**config.mk**
```make
export PLATFORM = sky130hd
export DESIGN_NAME = div_iter
export DESIGN_NICKNAME = d
export VERILOG_FILES = /design/src/rtl/div_iter.sv
export SDC_FILE = /design/constraint.sdc
export NUM_CORES = 1
export LEC_CHECK = 0
export CORE_MARGIN = 8
export CORE_UTILIZATION = 65
export DETAILED_ROUTE_END_ITERATION = 16
export DONT_BUFFER_PORTS = 1
export GPL_ROUTABILITY_DRIVEN = 0
export PLACE_DENSITY = 0.87
export SLEW_MARGIN = 15
export SYNTH_ARGS = -nofsm -noshare
export SYNTH_HDL_FRONTEND = slang
export SYNTH_SLANG_ARGS = --single-unit
```
**constraint.sdc**
```tcl
create_clock -name clk -period 11.15 [get_ports clk]
set_input_delay 1.6725 -clock clk [delete_from_list [all_inputs] [get_ports clk]]
set_output_delay 1.6725 -clock clk [all_outputs]
set_load 0.01 [all_outputs]
```
**src/rtl/div_iter.sv**
```systemverilog
// div_iter: iterative 32-bit divider (DIV / DIVU).
// One restoring shift-subtract step per cycle. The quotient lands in result[31:0]
// (LO) and the remainder in result[63:32] (HI). Signed operands are divided as
// magnitudes, and the recorded signs are applied when the result is registered.
//
// Handshake: the requester raises `start` with the operands and holds it until
// `ready` is seen. Operands are captured on the edge that leaves IDLE.
// `ready` is high only in END, where `result` is stable. The block stays in END
// while `start` is high and returns to IDLE on the first cycle `start` is low.
// `annul` aborts any operation at the next edge and takes priority over `start`.
module div_iter (
    input  logic        clk,
    input  logic        rst,
    input  logic        signed_div,
    input  logic [31:0] opdata1,
    input  logic [31:0] opdata2,
    input  logic        start,
    input  logic        annul,
    output logic [63:0] result,
    output logic        ready,
    output logic [1:0]  stateDbg
);

    typedef enum logic [1:0] {
        IDLE   = 2'd0,
        BYZERO = 2'd1,
        ON     = 2'd2,
        END    = 2'd3
    } stateT;

    stateT       state;
    stateT       nextState;

    logic [64:0] work;        // {remainder[64:32], dividend/quotient[31:0]}
    logic [5:0]  cnt;         // iteration index 0..31
    logic [31:0] divisor;     // divisor magnitude
    logic        signedLat;
    logic        sign1Lat;
    logic        sign2Lat;

    logic [31:0] absOp1;
    logic [31:0] absOp2;
    logic [64:0] shifted;
    logic [33:0] diff;
    logic [64:0] stepWork;
    logic        negQuot;
    logic        negRem;
    logic [31:0] quotMag;
    logic [31:0] remMag;
    logic [31:0] quotFinal;
    logic [31:0] remFinal;
    logic        lastStep;

    assign stateDbg = state;

    // Operand magnitudes and one restoring step of the working register.
    always_comb begin
        absOp1    = (signed_div && opdata1[31]) ? (32'd0 - opdata1) : opdata1;
        absOp2    = (signed_div && opdata2[31]) ? (32'd0 - opdata2) : opdata2;
        shifted   = work << 1;
        diff      = {1'b0, shifted[64:32]} - {2'b00, divisor};
        stepWork  = diff[33] ? shifted : {diff[32:0], shifted[31:1], 1'b1};
        negQuot   = signedLat & (sign1Lat ^ sign2Lat);
        negRem    = signedLat & sign1Lat;
        quotMag   = stepWork[31:0];
        remMag    = stepWork[63:32];
        quotFinal = negQuot ? (32'd0 - quotMag) : quotMag;
        remFinal  = negRem ? (32'd0 - remMag) : remMag;
        lastStep  = (cnt == 6'd31);
    end

    // State register.
    always_ff @(posedge clk or negedge rst) begin
        if (!rst) begin
            state <= IDLE;
        end else begin
            state <= nextState;
        end
    end

    // Next-state logic. In every state other than IDLE, annul wins.
    always_comb begin
        nextState = state;
        case (state)
            IDLE: begin
                if (annul)                           nextState = IDLE;
                else if (start && opdata2 == 32'd0)  nextState = BYZERO;
                else if (start)                      nextState = ON;
                else                                 nextState = IDLE;
            end
            BYZERO: nextState = annul ? IDLE : END;
            ON: begin
                if (annul)         nextState = IDLE;
                else if (lastStep) nextState = END;
                else               nextState = ON;
            end
            END: begin
                if (annul)      nextState = IDLE;
                else if (start) nextState = END;
                else            nextState = IDLE;
            end
            default: nextState = IDLE;
        endcase
    end

    // Datapath: operand capture, iteration, and result registration.
    always_ff @(posedge clk or negedge rst) begin
        if (!rst) begin
            work      <= '0;
            cnt       <= '0;
            divisor   <= '0;
            signedLat <= 1'b0;
            sign1Lat  <= 1'b0;
            sign2Lat  <= 1'b0;
            result    <= '0;
            ready     <= 1'b0;
        end else begin
            ready <= (nextState == END);
            case (state)
                IDLE: begin
                    if (!annul && start) begin
                        signedLat <= signed_div;
                        sign1Lat  <= opdata1[31];
                        sign2Lat  <= opdata2[31];
                        divisor   <= absOp2;
                        work      <= {33'd0, absOp1};
                        cnt       <= '0;
                    end
                end
                BYZERO: begin
                    if (annul) begin
                        work <= '0;
                        cnt  <= '0;
                    end else begin
                        result <= '0;
                    end
                end
                ON: begin
                    if (annul) begin
                        work <= '0;
                        cnt  <= '0;
                    end else begin
                        work <= stepWork;
                        if (lastStep) begin
                            cnt    <= '0;
                            result <= {remFinal, quotFinal};
                        end else begin
                            cnt <= cnt + 6'd1;
                        end
                    end
                end
                END: begin
                    if (annul) begin
                        work <= '0;
                        cnt  <= '0;
                    end
                end
                default: begin
                    work <= '0;
                    cnt  <= '0;
                end
            endcase
        end
    end

endmodule

```
run_1/wires.png
Scale: 2 px per micron. Two of the layers only.
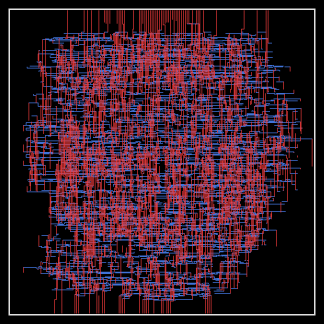
Blue marks metal 1, wire length 13100 microns. Red marks metal 2, wire length 14900 microns.
routed via count: 11087
Tot GR Track Use: 28.01%
Post-Route WL: 32.68 mm
DR WL/cell: 19.51 microns

run_1/placement_by_type.png
Scale: 2 px per micron.
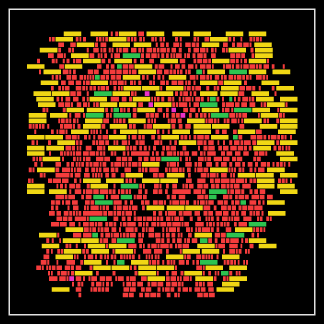
Red marks combinational and other logic, cells 1237. Yellow marks flops, cells 172. Green marks clock drivers and dummy loads, cells 32. Magenta marks other buffers and delay cells, cells 5.
sequential fraction of total cell area: 34.15%
Cell Rows: 49

==> reports/qor.yml, run 1 <==
power:
  p_leak_nw: 5.420
  powerDensity_mw_per_mm2: 335.4
  p_total_mw: 4.226
  peakVddDrop_mv: 0.2562
sta:
  post-route-period-util_pct: 54.40
  slew_headroom_pct: 25.61
  post-route-min-period_ps: 6065
  max_freq_ghz: 0.1649
  rsz0062_at_grt: "false"
logic_synthesis:
  ys_ff: 172
  synthTopCellsByArea: "dfrtp_1 (36%), o21ai_0 (8.4%), nand2_1 (7.7%), xor2_1 (5.2%), xnor2_1 (5.1%)"
  yosys_warnings: 0
  edf_count: 0
  ys_cells: 1494
  async_flop_share_pct: 100.0
  ys_chip_area_sq_mm: 0.01202
  synthCells: 1494
  simple_gate_area_share_pct: 19.42
  logic_family: "AND-OR/OR-AND gates"
  mux_area_share_pct: 1.176
  flop_cell: "dfrtp_1"
  top_cells_by_count: "nand2_1 (248), o21ai_0 (202), dfrtp_1 (172)"
  synth_area_leader_cell: "dfrtp_1"
  synth_cell_types: 77
die:
  core_util_floorplan_pct: 66.48
  fp.dieW_microns: 152
  die_area_sq_mm: 0.02310
  fp.dieH_microns: 152
job:
  maxCapViolCount: 0
  warnings: 28
global_routing:
  grt_pass1_wl_mm: 53.84
  antenna_found_initial: 0
  grt_max_degree: 173
placement:
  dpl_worst_slack_ps: 5286
  placed_cell_area_sq_mm: 0.01203
status:
  run_status: "finished clean"
routing:
  drt_pass1_iterations: 8
  drc: 0
critical_path:
  arrival_ps: 6350
  crit_start: "work[55]"
  worst_setup_path_end_kind: "flip-flop"
  r2r-start: "work[55]"
  rrSetupSlack_ps: 5080
  startpoint_type: "flip-flop"
cells_and_area:
  diodes: 0
  seqCellArea_sq_mm: 0.004304
  final_area_sq_mm: 0.01260
hold_path:
  holdPathStages: 2
  hp-class: "flip-flop to flip-flop"
cts:
  cts_max_level: 4
run_1/placement.png
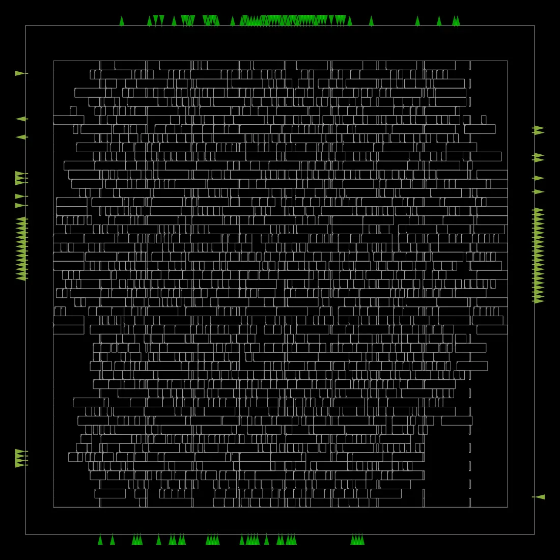
Taps Inserted: 229
Layout Cells excl Fill: 1675

run 1: sequential cells by signal, indices dropped and copies added (netlist names):
| register | flops |
|---|---|
| result | 64 |
| cnt | 6 |
| divisor | 32 |
| ready | 1 |
| sign1Lat | 1 |
| stateDbg | 2 |
| signedLat | 1 |
| work | 64 |
| sign2Lat | 1 |
run 1: routing by layer:
| metal | share of wire [%] | vias up | routed length (microns) | global-route usage, % |
|---|---|---|---|---|
| met4 | 5.4 | 0 | 1773 | 15.94 |
| met1 | 40 | 5174 | 13060 | 34.22 |
| li1 | - | 5208 | - | - |
| met5 | 0 | - | 0 | 0 |
| met3 | 9.0 | 132 | 2937 | 7.657 |
| met2 | 46 | 573 | 14910 | 44.13 |
run 1: worst max path at each step:
stage / slack (ps) / to / depth (start not counted)
floorplan: 6400 / result[60] / 20
detailed placement: 5290 / result[30] / 17
global route: 4720 / result[28] / 17
CTS: 5250 / result[30] / 17
finish: 5080 / result[30] / 17
global placement: 5600 / result[28] / 17
run 1: cells in the final DEF, fill, tap and decap left out, types with 6 or more instances in the layout:
| cell | Yosys | layout |
|---|---|---|
| o21ai_0 | 202 | 202 |
| inv_1 | 52 | 52 |
| or2_2 | 6 | 6 |
| xor2_1 | 71 | 71 |
| nand2b_1 | 9 | 9 |
| or3_1 | 9 | 9 |
| o211ai_1 | 8 | 8 |
| o21ai_1 | 8 | 8 |
| nor2_1 | 93 | 91 |
| nor3_1 | 34 | 34 |
| nand2_1 | 248 | 246 |
| o31a_1 | 7 | 7 |
| o31ai_1 | 27 | 27 |
| o21a_1 | 9 | 8 |
| nand4_1 | 8 | 8 |
| xnor2_1 | 70 | 70 |
| a22oi_1 | 27 | 27 |
| or4_1 | 13 | 13 |
| a21o_1 | 15 | 14 |
| nand3_1 | 21 | 21 |
| o41ai_1 | 7 | 7 |
| nor4_1 | 22 | 22 |
| and3_1 | 12 | 12 |
| a21oi_1 | 88 | 88 |
| a31oi_1 | 22 | 22 |
| dfrtp_1 | 172 | 172 |
| and2_1 | 8 | 8 |
| clkbuf_16 | 0 | 17 |
| ha_1 | 37 | 37 |
| mux2i_1 | 13 | 13 |
run 1: final cells by class:
cell class	instances	area share (%)
Multi-Input combinational cell	1184	57.14
Timing Repair Buffer	5	0.2979
Sequential cell	172	34.15
Clock buffer	17	3.376
Inverter	53	1.579
Clock inverter	15	1.181
Tap cell	229	2.274
run 1: kinds of logic after synthesis:
kind of cell | after synthesis
flip-flops | 172
adder cells (fa/ha/maj) | 38
buffers and inverters | 138
XOR/XNOR | 141
multiplexers | 14
AND-OR/OR-AND | 482
AND/OR/NAND/NOR | 509
run 1: power by group:
group          leakage, nW  total [mW]  internal [mW]  switching (mW)
clock network        0.274       0.585          0.297           0.288
registers             2.30       0.853          0.721           0.132
logic                 2.85        2.79           1.02            1.77
run 1: critical path, stage by stage, from the launching register on:
cell and delay, ps:
dfrtp_1 430, ha_1 400, a21oi_1 270, o21ai_0 210, o21bai_1 220, a221oi_1 650, nand2_4 530, inv_2 890
ha_1 340, nand3b_1 150, nor3_1 480, a31oi_1 240, o21bai_1 240, nand2b_1 250, nor2_1 260, nand2_1 110
xnor2_1 140, o21ai_0 90
==> run 1 -> run 2 <==
clock period = 5.92 ns   (was 11.15 ns; I/O delays follow)
run_2/placement.png
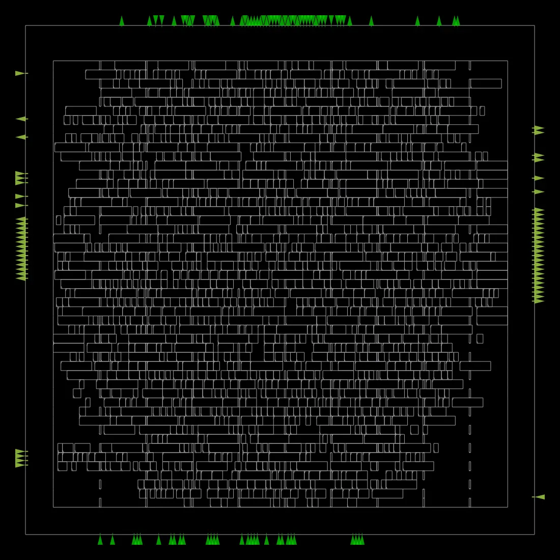
Layout Cells excl Fill: 1678
sequential cell count: 172
Final Util: 69.98%

run_2/wires.png
Scale: 2 px per micron. Two of the layers only.
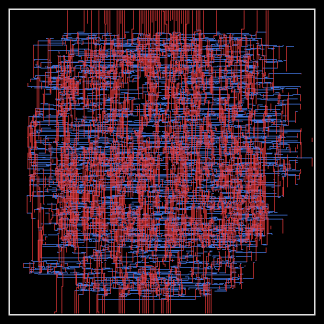
Red marks metal 2, wire length 15400 microns. Blue marks metal 1, wire length 13400 microns.
routed via count: 11239
DR WL/cell: 19.97 microns
Post-Route WL: 33.51 mm

==> run 2 against run 1 <==
Against the previous run:
- via count rose by 1.4%
- sequential power up 89%
- clock power grew 98%
- total power up 92%
- sequential share of layout area shrank 0.15 points
- first-iteration DRC count grew 30%
- final cell count rose by 0.18%
- utilization rose by 0.30 points
- die area did not move
==> reports/qor.yml, run 2 <==
sta:
  post-route-period-util_pct: 88.11  # was 54.40%
  rsz0062_at_grt: "false"  # unchanged
  post-route-min-period_ps: 5216  # was 6065 ps
  slew_headroom_pct: 27.14  # was 25.61%
logic_synthesis:
  flop_cell: "dfrtp_1"  # unchanged
  ys_cells: 1494  # unchanged
  simple_gate_area_share_pct: 19.42  # unchanged
  async_flop_share_pct: 100.0  # unchanged
  logic_family: "AND-OR/OR-AND gates"  # unchanged
  yosys_warnings: 0  # unchanged
  synthCells: 1494  # unchanged
die:
  die_area_sq_mm: 0.02310  # unchanged
  core_util_floorplan_pct: 66.48  # unchanged
cells_and_area:
  layout_top_cell: "nand2_1"  # unchanged
  seqCellArea_sq_mm: 0.004304  # unchanged
critical_path:
  startpoint_type: "flip-flop"  # unchanged
  arrival_ps: 5540  # was 6350 ps
  r2r-start: "work[35]"  # was work[55]
  worst_setup_path_end_kind: "flip-flop"  # unchanged
status:
  run_status: "finished clean"  # unchanged
placement:
  placed_cell_area_sq_mm: 0.01205  # was 0.01203 sq mm
power:
  powerDensity_mw_per_mm2: 641.4  # was 335.4 mW/mm^2
run_2/flops_by_reg.png
Scale: 4 px per micron. Other sequential cells in the stronger gray, the rest of the logic in the fainter gray.
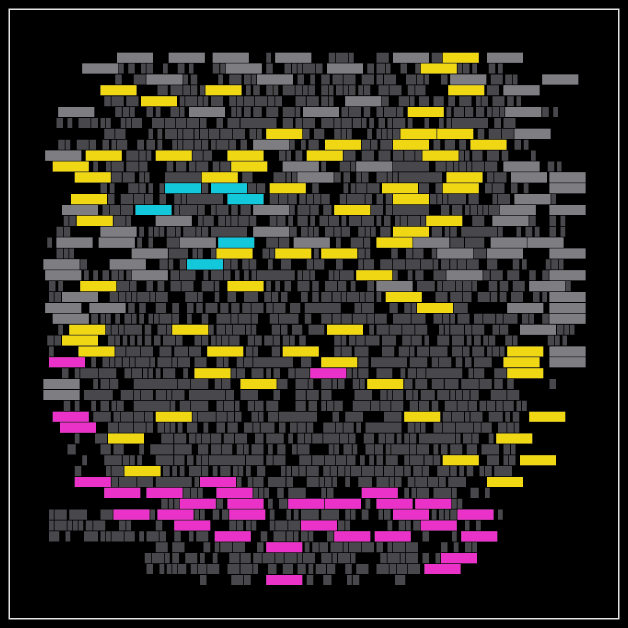
Yellow marks work, sequential cells 64. Magenta marks divisor, sequential cells 32. Cyan marks cnt, sequential cells 6.
Another 70 sequential cells are not colored.

-- run 2: per-layer routing --
layer	part of all wire, %	GRT usage (%)	wire length [microns]
met4	5.1	16.04	1724
met2	46	45.05	15370
met1	40	35.51	13440
met5	0	0	0
met3	8.9	7.544	2970
-- run 2: path summary, 6_finish.rpt --
| kind | endpoint | depth (start not counted) |
|---|---|---|
| hold reg to reg | divisor[8] | 2 |
| hold / removal | divisor[27] | 0 |
| setup reg to reg | result[60] | 18 |
| setup / recovery | result[60] | 18 |
| min in group clk | divisor[8] | 2 |
| max in group asynchronous | divisor[8] | 0 |
-- run 2: area by class of cell --
cell class / count / area share [%]
clock inverter: 12 / 1.176
inverter: 53 / 1.572
timing repair buffer: 8 / 0.4745
clock buffer: 20 / 3.608
tap: 229 / 2.264
multi-input combinational: 1184 / 56.90
sequential: 172 / 34.01
-- run 2: cells by family (layout without fill, tap and decap cells) --
kind of cell / after synthesis / count (layout)
AND/OR/NAND/NOR: 509 / 509
multiplexers: 14 / 14
flip-flops: 172 / 172
AND-OR/OR-AND: 482 / 482
XOR/XNOR: 141 / 141
buffers and inverters: 138 / 93
adder cells (fa/ha/maj): 38 / 38
-- run 2: through the flow --
stage / std cells / hold WS [ps]
floorplan: 1494 / 446.3
global placement: 1646 / 463.8
detailed placement: 1646 / 469.8
CTS: 1678 / 143.5
global route: 1678 / 126.4
finish: 1678 / 145.3
-- run 2: power breakdown --
group          internal (mW)  switching, mW  total, mW
Sequential              1.36          0.253       1.61
Combinational           1.96           3.38       5.34
Clock                  0.658          0.506       1.16
Total                   3.97           4.14       8.12
-- run 2: critical path, cell delays in order (launching register included) --
cell and delay, ps:
dfrtp_1 460, ha_1 480, inv_1 110, a211o_1 330, a2111oi_4 610, o311ai_4 210
nand2_4 170, buf_4 270, nand2_1 80, o21ai_0 140, ha_1 290, nand2_1 90
a211o_1 350, o31ai_1 480, nand3_1 210, nor3b_2 290, a31oi_1 140, xnor2_1 170
a22o_1 200
==> run 2 -> run 3 <==
CTS_CLUSTER_DIAMETER = 80   (was default)
clock period = 5.4 ns   (was 5.92 ns; I/O delays follow)
run_3/flops_by_reg.png
Scale: 4 px per micron. Other sequential cells in the stronger gray, the rest of the logic in the fainter gray.
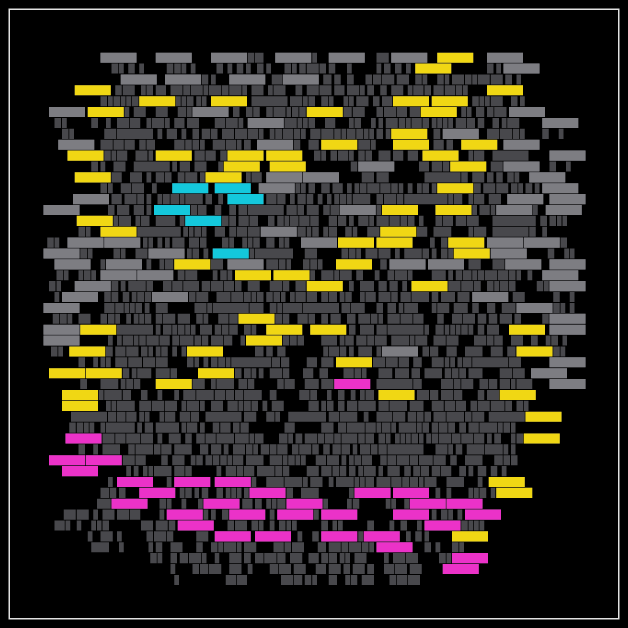
Magenta marks divisor, sequential cells 32. Cyan marks cnt, sequential cells 6. Yellow marks work, sequential cells 64.
Seq. cell area: 0.004304 sq mm
Final Util: 70.10%
sequential power: 1.77 mW
sequential fraction of total cell area: 33.95%

run_3/placement.png
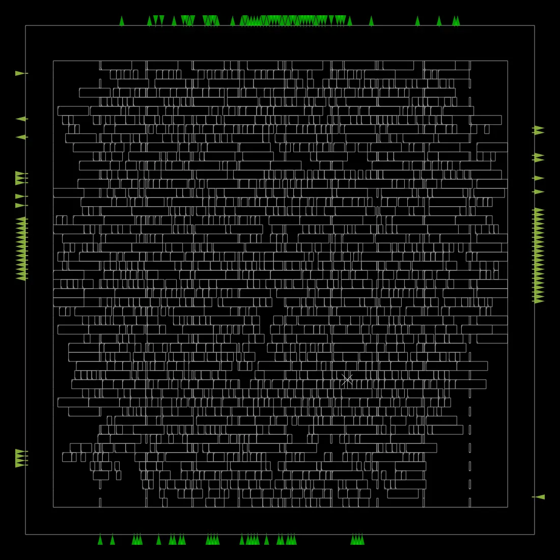
Fillers: 1342
core area: 0.01809 sq mm
Layout Cells excl Fill: 1679

==> run 3 against run 2 <==
Against the previous run:
- the run now ends with DRC left
- design area grew 0.18%
- combinational power up 11%
- largest power group unchanged
- register-to-register slack lost 450 ps
- critical path type unchanged
- worst setup slack lost 450 ps
==> reports/qor.yml, run 3 <==
status:
  run_status: "finished with violations"  # was finished clean
  failed_checks: "DRC"
job:
  maxCapViolCount: 0  # unchanged
critical_path:
  max_stage_delay_ps: 620  # was 610 ps
  crit_buf_inv: 2  # unchanged
  path_cells: "ha_1 > inv_1 > a211o_1 > a2111oi_4 > o311ai_4 > nand2_4 > buf_4 > nand2_1 > o21ai_0 > ha_1 > nand2_1 > a211o_1 > o31ai_1 > nand3_1 > nor3b_2 > a31oi_1 > xnor2_1 > a22o_1"  # unchanged
  rrSetupSlack_ps: 250  # was 700 ps
die:
  die_area_sq_mm: 0.02310  # unchanged
  core_util_floorplan_pct: 66.48  # unchanged
logic_synthesis:
  ys_ff: 172  # unchanged
  yosys_warnings: 0  # unchanged
  async_flop_share_pct: 100.0  # unchanged
cts:
  cts_max_level: 4  # unchanged
global_routing:
  grt_max_degree: 173  # unchanged
  grt_usage_pct: 29.26  # was 28.70%
  grt_pass1_wl_mm: 55.82  # was 55.02 mm
routing:
  drc: 1  # was 0
  drt_pass1_iterations: 12  # was 6
  vias: 11250  # was 11239
sta:
  post-route-period-util_pct: 95.36  # was 88.11%
  post-route-min-period_ps: 5149  # was 5216 ps
hold_path:
  hp-class: "input port to asynchronous set/reset pin"  # unchanged
cells_and_area:
  layout_top_cell: "nand2_1"  # unchanged
run_3/placement_by_type.png
Scale: 2 px per micron.
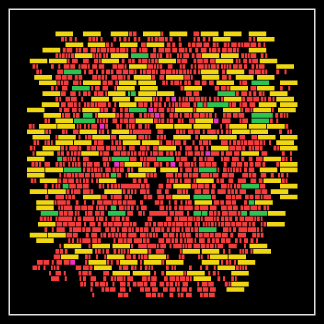
Green marks clock drivers and dummy loads, cells 32. Magenta marks other buffers and delay cells, cells 9. Yellow marks flops, cells 172. Red marks combinational and other logic, cells 1237.
post-route cell area: 0.01268 sq mm

## run 3: final cells by class
type                    count  area [sq um]
clock buffers              19         442.9
clock inverters            13         177.7
fillers                  1342          5408
inverters                  53         198.9
multi-input cells        1184          7201
flip-flops and latches    172          4304
well taps                 229         286.5
repair buffers              9         67.56
## run 3: through the flow
step           power, mW  cell area [sq um]  worst slack (ps)  hold slack [ps]  util (%)
2_1_floorplan      6.107              12020             649.7            446.3         -
3_3_place_gp       7.253              12060             680.7            463.3     66.67
3_5_place_dp       7.419              12060             471.0            470.2     66.67
4_1_cts            8.808              12680             427.7            52.07     70.10
5_1_grt            9.584              12680             42.26            45.62     70.10
6_report           9.015              12680             250.6            50.98     70.10
## run 3: cell families (layout without fill, tap and decap cells)
| logic type | after synthesis | after routing | synth area share (%) |
|---|---|---|---|
| adders and majority gates | 38 | 38 | 4.017 |
| buffers and inverters | 138 | 94 | 4.413 |
| xor gates and xnor gates | 141 | 141 | 10.27 |
| and+or+nand+nor | 509 | 509 | 19.42 |
| muxes | 14 | 14 | 1.176 |
| AOI/OAI and AO/OA | 482 | 482 | 24.90 |
| DFF | 172 | 172 | 35.80 |
## run 3: worst max path at each step
stage                  to  slack (ps)  cells after the start
3_5_place_dp   result[60]         470                     18
6_report       result[60]         250                     18
4_1_cts        result[60]         430                     18
5_1_grt        result[60]          40                     16
3_3_place_gp   result[60]         680                     18
2_1_floorplan  result[60]         650                     20
## run 3: power by group through the flow
stage	registers [mW]	clock network, mW	logic [mW]
after detailed placement	1.78	0	5.64
final	1.77	1.33	5.92
after global placement	1.76	0	5.49
after CTS	1.75	1.34	5.72
after floorplan	1.68	0	4.42
after global routing	1.79	1.38	6.41
## run 3: per-layer routing
layer / GRT usage (%) / vias to the layer above / part of all wire (%)
met4: 18.09 / 0 / 5.2
li1: - / 5221 / -
met3: 7.374 / 143 / 9.6
met5: 0 / - / 0
met2: 46.18 / 613 / 46
met1: 35.51 / 5273 / 39
## run 3: worst register-to-register path, cell delays in order (launching register included)
cell	delay (ps)
dfrtp_1	450
ha_1	460
inv_1	90
a211o_1	310
a2111oi_4	620
o311ai_4	220
nand2_4	160
buf_4	250
nand2_1	80
o21ai_0	150
ha_1	310
nand2_1	90
a211o_1	350
o31ai_1	480
nand3_1	220
nor3b_2	290
a31oi_1	140
xnor2_1	170
a22o_1	200
Power is estimated from default activity; no workload was simulated.
